**Gate-type map**

Drawn at 2 px/um.
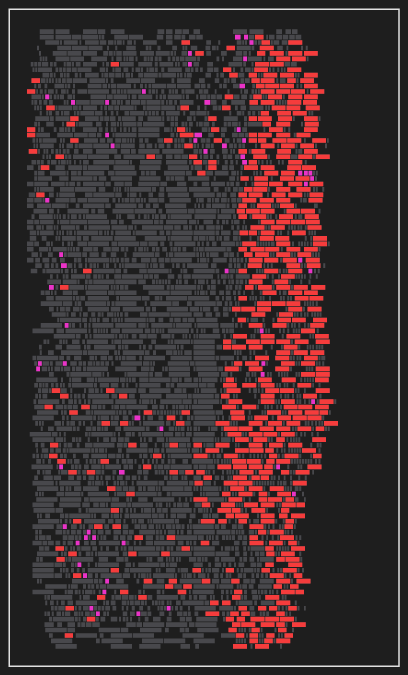
**Port wiring**

Drawn at 1 px/um.
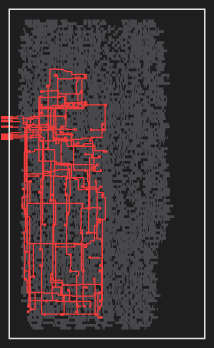
**Placement view**

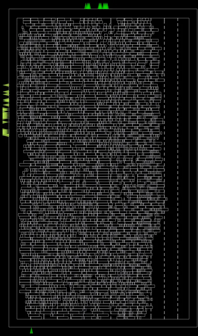
**Cells by drive strength**

Drawn at 2 px/um.
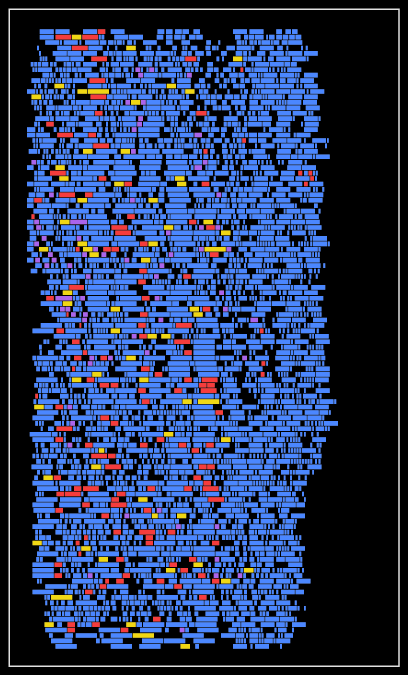
**Ports around the boundary**

Drawn at 2 px/um. Pins as bars across the die edge, other pins in grey.
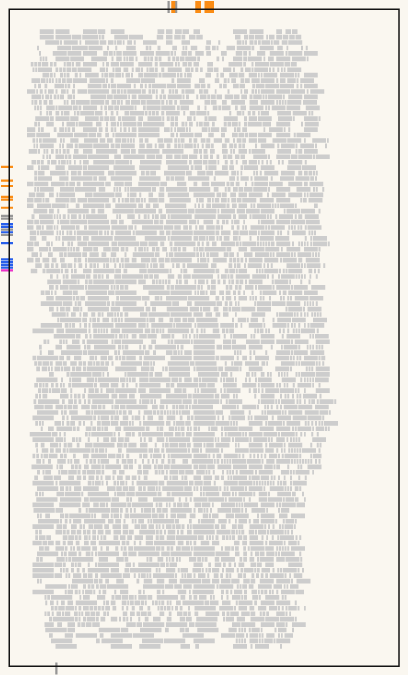
===== src/rtl/qoa_lms_decoder_mc.sv =====
// Multi-channel QOA LMS sample decoder: byte-command front end, per-channel
// 4-tap history/weights, serial MAC and valid/ready PCM output.
//
//   state   | meaning
//   IDLE    | waiting for a header byte
//   LOAD_HI | next byte is target[15:8]
//   LOAD_LO | next byte is target[7:0]
//   MAC     | one tap per cycle; last tap fused with clamp into OUT
//   OUT     | sample held until out_ready, then LMS update
module qoa_lms_decoder_mc #(
  parameter int NUM_CH = 2,
  parameter int CH_W   = (NUM_CH > 1) ? $clog2(NUM_CH) : 1,
  parameter int ACC_W  = 32
) (
  input  logic            sys_clk,
  input  logic            sys_rst,
  input  logic            data_rdy,
  input  logic [7:0]      spi_in,
  input  logic [CH_W-1:0] in_ch,
  output logic            in_ready,
  output logic [15:0]     sample,
  output logic [CH_W-1:0] sample_ch,
  output logic            sample_valid,
  input  logic            out_ready
);

  typedef enum logic [2:0] {IDLE, LOAD_HI, LOAD_LO, MAC, OUT} state_t;
  state_t state, state_nxt;

  logic signed [15:0] hist [NUM_CH][4];
  logic signed [15:0] wgt  [NUM_CH][4];

  logic [CH_W-1:0]    ch;
  logic               clr_pend, ld_en, ld_sel;
  logic [1:0]         ld_idx, tap;
  logic [3:0]         sf;
  logic [2:0]         qr;
  logic signed [15:0] dq, delta, s_clamp;
  logic signed [31:0] prod;
  logic signed [ACC_W-1:0] acc, acc_nxt, pred;
  logic signed [ACC_W:0]   s_wide;
  logic accept, ch_ok, is_res, is_clr, is_load, handshake;

  function automatic logic signed [15:0] qoa_rom(input logic [3:0] f, input logic [2:0] q);
    logic [13:0] m [4];
    case (f)
      4'd0:    m = '{14'd1,    14'd3,    14'd5,    14'd7};
      4'd1:    m = '{14'd5,    14'd18,   14'd32,   14'd49};
      4'd2:    m = '{14'd16,   14'd53,   14'd95,   14'd147};
      4'd3:    m = '{14'd34,   14'd113,  14'd203,  14'd315};
      4'd4:    m = '{14'd63,   14'd210,  14'd378,  14'd588};
      4'd5:    m = '{14'd104,  14'd345,  14'd621,  14'd966};
      4'd6:    m = '{14'd158,  14'd528,  14'd950,  14'd1477};
      4'd7:    m = '{14'd228,  14'd760,  14'd1368, 14'd2128};
      4'd8:    m = '{14'd316,  14'd1053, 14'd1895, 14'd2947};
      4'd9:    m = '{14'd422,  14'd1405, 14'd2529, 14'd3934};
      4'd10:   m = '{14'd548,  14'd1828, 14'd3290, 14'd5117};
      4'd11:   m = '{14'd696,  14'd2320, 14'd4176, 14'd6496};
      4'd12:   m = '{14'd868,  14'd2893, 14'd5207, 14'd8099};
      4'd13:   m = '{14'd1064, 14'd3548, 14'd6386, 14'd9933};
      4'd14:   m = '{14'd1286, 14'd4288, 14'd7718, 14'd12005};
      default: m = '{14'd1536, 14'd5120, 14'd9216, 14'd14336};
    endcase
    return q[0] ? -$signed({2'b00, m[q[2:1]]}) : $signed({2'b00, m[q[2:1]]});
  endfunction

  assign accept    = data_rdy && in_ready;
  assign handshake = (state == OUT) && out_ready;
  assign ch_ok     = int'(in_ch) < NUM_CH;
  assign is_res    = spi_in[0];
  assign is_clr    = !spi_in[0] && (spi_in[7:4] == 4'hF);
  assign is_load   = !spi_in[0] && (spi_in[7:4] == 4'h0);

  assign prod    = hist[ch][tap] * wgt[ch][tap];
  assign acc_nxt = acc + ACC_W'(prod);
  assign pred    = acc_nxt >>> 13;
  assign s_wide  = (ACC_W+1)'(pred) + (ACC_W+1)'(dq);
  assign delta   = dq >>> 4;

  always_comb begin
    if (s_wide > (ACC_W+1)'(32767))       s_clamp = 16'sh7FFF;
    else if (s_wide < (ACC_W+1)'(-32768)) s_clamp = 16'sh8000;
    else                                  s_clamp = s_wide[15:0];
  end

  always_ff @(posedge sys_clk) begin
    if (sys_rst) state <= IDLE;
    else         state <= state_nxt;
  end

  always_comb begin
    state_nxt = state;
    case (state)
      IDLE: if (accept) begin
        if (is_res && ch_ok) state_nxt = MAC;
        else if (is_load)    state_nxt = LOAD_HI;
      end
      LOAD_HI: if (accept) state_nxt = LOAD_LO;
      LOAD_LO: if (accept) state_nxt = IDLE;
      MAC:     if (tap == 2'd3) state_nxt = OUT;
      OUT:     if (out_ready) state_nxt = IDLE;
      default: state_nxt = IDLE;
    endcase
  end

  always_comb begin
    in_ready = (state == IDLE) || (state == LOAD_HI) || (state == LOAD_LO);
  end

  always_ff @(posedge sys_clk) begin
    if (sys_rst) begin
      for (int c = 0; c < NUM_CH; c++)
        for (int k = 0; k < 4; k++) begin
          hist[c][k] <= '0;
          wgt[c][k]  <= '0;
        end
      acc <= '0; tap <= '0; dq <= '0; ch <= '0; sf <= '0; qr <= '0;
      clr_pend <= 1'b0; ld_en <= 1'b0; ld_sel <= 1'b0; ld_idx <= '0;
      sample <= '0; sample_ch <= '0; sample_valid <= 1'b0;
    end else begin
      clr_pend <= 1'b0;
      if (clr_pend)
        for (int k = 0; k < 4; k++) begin
          hist[ch][k] <= '0;
          wgt[ch][k]  <= '0;
        end
      case (state)
        IDLE: if (accept) begin
          ch       <= in_ch;
          sf       <= spi_in[7:4];
          qr       <= spi_in[3:1];
          ld_sel   <= spi_in[1];
          ld_idx   <= spi_in[3:2];
          ld_en    <= ch_ok;
          tap      <= '0;
          clr_pend <= is_clr && ch_ok;
        end
        LOAD_HI: if (accept && ld_en) begin
          if (ld_sel) wgt[ch][ld_idx][15:8]  <= spi_in;
          else        hist[ch][ld_idx][15:8] <= spi_in;
        end
        LOAD_LO: if (accept && ld_en) begin
          if (ld_sel) wgt[ch][ld_idx][7:0]  <= spi_in;
          else        hist[ch][ld_idx][7:0] <= spi_in;
        end
        MAC: begin
          if (tap == 2'd0) dq <= qoa_rom(sf, qr);
          acc <= acc_nxt;
          tap <= tap + 2'd1;
          if (tap == 2'd3) begin
            sample       <= s_clamp;
            sample_ch    <= ch;
            sample_valid <= 1'b1;
          end
        end
        OUT: if (handshake) begin
          // sign test uses pre-shift history, matching the taps that produced the sample
          for (int k = 0; k < 4; k++)
            wgt[ch][k] <= wgt[ch][k] + (hist[ch][k][15] ? -delta : delta);
          for (int k = 0; k < 3; k++)
            hist[ch][k] <= hist[ch][k+1];
          hist[ch][3]  <= sample;
          acc          <= '0;
          sample_valid <= 1'b0;
        end
        default: ;
      endcase
    end
  end

endmodule

===== config.mk =====
export PLATFORM = sky130hd
export DESIGN_NAME = qoa_lms_decoder_mc
export DESIGN_NICKNAME = d
export VERILOG_FILES = /design/src/rtl/qoa_lms_decoder_mc.sv
export SDC_FILE = /design/constraint.sdc
export NUM_CORES = 2
export LEC_CHECK = 0
export CAP_MARGIN = 0
export CORE_ASPECT_RATIO = 1.75
export CORE_MARGIN = 8
export CORE_UTILIZATION = 60
export CTS_BUF_LIST = sky130_fd_sc_hd__clkbuf_8
export DETAILED_ROUTE_END_ITERATION = 8
export PLACE_DENSITY = 0.86
export SETUP_SLACK_MARGIN = 0.4
export SLEW_MARGIN = 5
export SYNTH_ARGS = -nofsm -noshare
export SYNTH_HDL_FRONTEND = slang
export SYNTH_SLANG_ARGS = --single-unit

===== constraint.sdc =====
create_clock -name sys_clk -period 18.78 [get_ports sys_clk]
set_clock_uncertainty 0.2 [all_clocks]
set_input_delay 1.878 -clock sys_clk [delete_from_list [all_inputs] [get_ports sys_clk]]
set_output_delay 1.878 -clock sys_clk [all_outputs]
set_load 0.02 [all_outputs]

==> Changelog: implementation <==
### Metrics

- Dominant flop cell: edfxtp_1
- Initial antenna violation count: 3
- Worst Setup Path Type: reg2reg
- DRC Markers: 0
- Total clock sinks: between 300 and 400
- Leakage power: 15.3 nW
- Post-synth area hogs: edfxtp_1 (23%), fa_1 (18%), dfxtp_1 (7.8%)
- First-pass GRT wire length: about 160 mm
- Cell area after layout: about 35000 um^2
- Dominant cell type by area after synthesis: edfxtp_1
- Most frequent logic cell in the layout: inv_1
- Total CTS buffers: 51
- Avg WL per Cell: 23.8 um
- Slew headroom: ~8.1%
- Largest net degree at the start of global routing: 62
- Die Footprint: between 60000 and 70000 um^2
- Min Tclk post-route: about 12 ns
- Register bit total from synthesis: just under 400
- Final WS setup: 6.40 ns
- CP Data Arrival Time: roughly 13 ns
- Grt peak-use layer: met2
- Final period utilization: between 60% and 70%
- Status: completed
- Drt first pass iters: 7
- Required time of the worst setup path: roughly 19 ns
- Core Region: between 50000 and 60000 um^2
- CP Capture Type: register
- Post-CTS setup buffers: 0
- Hold path depth: 2
- Pwr dens: 165 nW/um^2
- FP Util: about three fifths
- Clock H-tree levels: 2
- Chip Area, Yosys: between 30000 and 40000 um^2
- DP HPWL: 75.1 mm
- M3 GR Usage: under 10%
- Critical path's top delay family: AND-OR/OR-AND gates
- Vias in the first global route: 28226
- CTS Buffer Depth: 3
About 'gate-type map':
Key: red = adder and majority cells [cells 491]; magenta = AND and OR gates [cells 62, where all over the die]

About 'port wiring':
Key: red = spi_in [bits 8, direction input, edge left, end cells 140, wire 4760 um]

About 'placement view':
TAP cells: 696
flip-flops: 385
Seq/total area: 29.0%

About 'cells by drive strength':
Key: red = drive 2 [cells 142, most used mux2_2]; yellow = drive 6 and up [cells 65, most used clkbuf_8]; purple = drive 3 to 4 [cells 71, most used buf_4]; blue = drive 1 or less [cells 3287, most used inv_1]

About 'ports around the boundary':
Key: magenta = in_ready [pins 1, direction output, edge left]; orange = sample [pins 16, direction output, edge 10 top, 6 left]; blue = spi_in [pins 8, direction input, edge left]
All pins by edge: 19 left, 12 top, 1 bottom.
Die H: 328 um
Port Buffer Count: 31
chip width: 194 um

## stage by stage
stage	hold WS (ns)	power, W	std cells	utilization (%)
floorplan	0.232	0.00404	3541	-
finish	0.262	0.00584	4263	64.3
global route	0.294	0.00627	4262	64.3
detailed placement	0.257	0.00503	4167	62.3
global placement	0.243	0.00496	4167	62.3
CTS	0.267	0.00576	4261	64.3
## per-layer routing
layer | routed length [um] | part of all wire [%]
met1 | 31100 | 31
met2 | 50500 | 50
met3 | 8360 | 8.3
met4 | 11400 | 11
met5 | 29 | 0.029
## power by group
part,internal (W),switching (W)
registers,0.000940,0.0000211
clock network,0.000354,0.000343
logic,0.00160,0.00259
## worst min-delay path, delay by kind of cell, from the launching register on
| kind | cells | cell delay (ns) |
|---|---|---|
| AOI/OAI and AO/OA | 1 | 0.05 |
| and+or+nand+nor | 1 | 0.05 |
| DFF | 1 | 0.32 |
## Yosys cell counts, types with 5 or more instances
cell type	count
or2_2	12
or3_1	9
nand2b_1	35
nand4_1	12
a31oi_1	16
o22ai_1	8
mux4_2	25
o21ai_1	26
clkbuf_1	126
o41ai_1	6
nand2_1	400
ha_1	194
a21o_1	30
nor2_1	397
edfxtp_1	256
a22o_1	30
and4_1	5
mux2_2	85
and3_1	16
fa_1	297
nor2b_1	115
o21bai_1	14
o31a_1	13
o21a_1	23
buf_1	8
xor2_1	62
a21boi_0	8
nor3b_1	12
o211ai_1	6
o21ai_0	162
and2_1	11
inv_1	410
a21oi_1	158
dfxtp_1	129
o31ai_1	30
buf_2	22
a211oi_1	41
a22oi_1	33
mux2i_1	54
xnor2_1	75
nand3_1	54
nor3_1	50
nand3b_1	5
## cell families after synthesis
family                     Yosys count
xor gates and xnor gates           137
DFF                                385
buffers and inverters              575
muxes                              166
and+or+nand+nor                   1153
AOI/OAI and AO/OA                  634
adders and majority gates          491
## worst paths after layout
path | endpoint | slack (ns)
max | sample[12]$_SDFFE_PP0P_ | 6.40
min | sample_ch$_SDFFE_PP0P_ | 0.26
max reg2reg | sample[12]$_SDFFE_PP0P_ | 6.40
min reg2reg | sample_ch$_SDFFE_PP0P_ | 0.26
## cell type report
type	instances	area (um^2)
Timing Repair Buffer	92	763
Multi-Input combinational cell	2581	20900
Antenna cell	2	5.00
Sequential cell	385	10300
Tap cell	696	871
Fill cell	4301	19600
Inverter	413	1550
Clock inverter	36	300
Clock buffer	58	798
No activity file was given, so power comes from the tool's default toggle rates.
